Design clock_set_ctrl, sky130hd; sources not shown.
### Congestion heat map

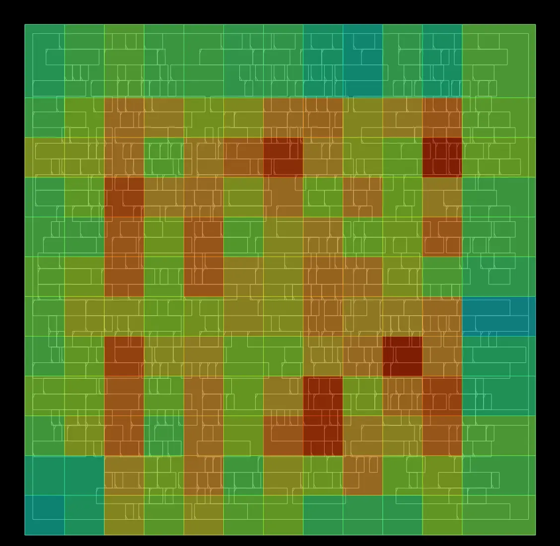
met3 Resource Use GR: 0.06157
final core utilization: 0.6791
Wirelength per Cell: 13.49 microns

### Cell sizes after repair

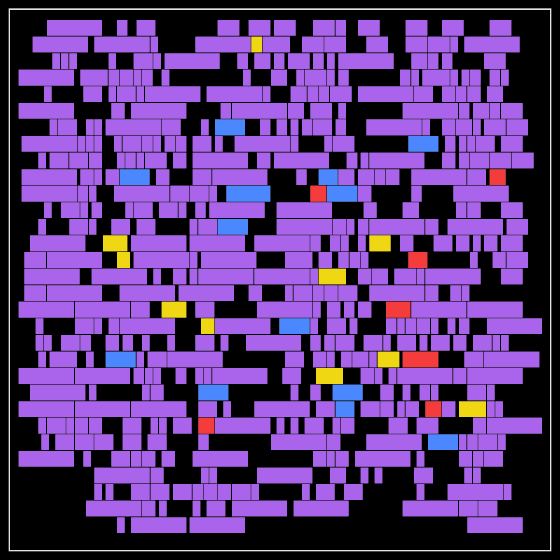
[drive 3 to 4] red | cells: 7
[drive 6 and up] blue | cells: 13
[drive 2] yellow | cells: 10
[drive 1 or less] purple | cells: 461
final instance area: 4926 sq um
Repair and plain buffers: 34
Final WS setup: 0.5481 ns
Syn-to-layout area delta: 13.20%

### Local utilization

Bar = 20 microns. 9 x 9 tiles, from dark blue (low) to red (high), 0 to 100% covered.
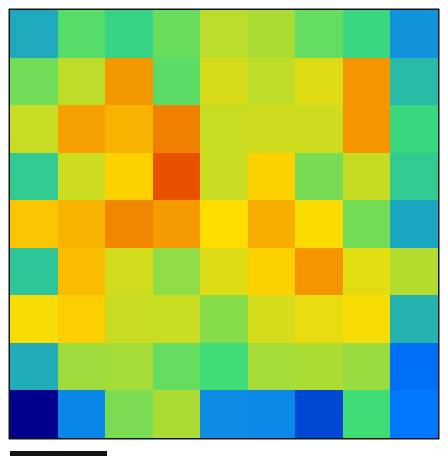
fullest tile: 91%
nearly empty tiles: 1.2%
mean over tiles: 61%
Placeable Area: 7253 sq um
FP Util: 0.6000

### Signal wires on met2

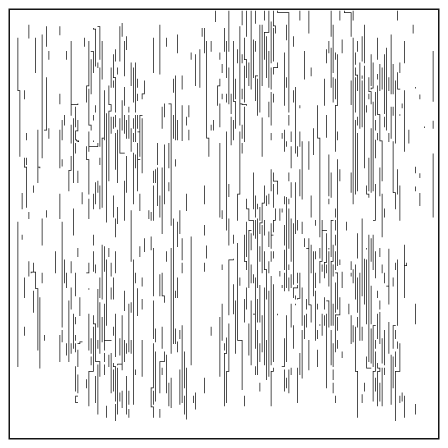
main direction: vertical
nets with wire on the layer: 420
wire length on this layer: 3910 microns
longest straight run: 34.3 microns
share of all routed wire: 49%
final WL: 7960 microns
routed vias: 3249
GR Util met2: 0.3769

==> out/qor.yml <==
status: "completed"
edf_count: 0
dieArea_sq_um: 7854
hold_viol: 0
syn_inst: 455
wl_met1_microns: 3695
bufAreaShareNonClock: 0.07010
final_cell_mix: "dfrtp_1, nor2_1, nand2_1"
top_cell: "dfrtp_1"
synth_area_sq_um: 4352
synthArstFlopShare: 1.000
cp_max_fo: 17
final_nets: 507
place_inst: 575
clkPwrFrac: 0.374
drtIter0Drc: 105
maxPowerGroup: "sequential cells"
htreeDepth: 3
r2r_setup_slack_ns: 0.55
grt-ovfl-total: 0
critPathBufInv: 0
die_h_microns: 88.62
slowest_stage: "and2_1"
cp_data_arrival_time_ns: 2.62
cts.repair.resized: 0
clock-root-buffer: "clkbuf_8"
xor_area_frac: 0.1026
final_cell_count_no_fill: 590
seq_area_frac_synth: 0.5003
taps: 99
inv_count: 14
clock_path_buffers: 2
grt_usage: 0.2265
slew_headroom: 0.4659
clock_area_frac: 0.03632
finalPower_mw: 2.019
ff_count: 87
p_leak_nw: 2.048
top_layer_used: "met4"
p_sw_uw: 480.8
grt_pass1_vias: 3085
grt_busiest_layer: "met2"
met1_usage: 0.2889
peakVddDrop_uv: 310.3
largest_area_cell: "dfrtp_1"
seqPwrFrac: 0.589
ys.flops: 87
swShare: 0.2381
layout_min_cycle_time_ns: 2.452
yosys_area_sq_um: 4352
largest_class: "registers"
cts_hold_buf: 0
grt_max_degree: 45
whs_ns: 0.3089
clock_power_uw: 755
power.internal_mw: 1.539
drt_first_pass_iters: 4
die_w_microns: 88.62
comb_cells: 341
clkbuf_count: 10
io_pins: 32
syn_nets: 475
layout_top_cell: "dfrtp_1"
pre_cts_ws_ns: 0.5568
finalMaxSlewViolations: 0
placed_cell_area_sq_um: 4747
muxShareOfSynthArea: 0.007476
top_area_frac: 0.5003
num_rows: 31
nFillCells: 607
crit_path_start_kind: "register"
period_used_share: 0.8173
portBuffers: 31
compound_area_frac: 0.07907
clock-sinks: 87
dp_hpwl_microns: 5509
crit_cells: 6
cts_post_setup_buffers_inserted: 0
synth.avg_cell_area_sq_um: 9.564
rsz0062_at_grt: "false"
p_seq_mw: 1.19
p_per_area_nw_per_um2: 410.0
simple_gate_area_frac: 0.2668
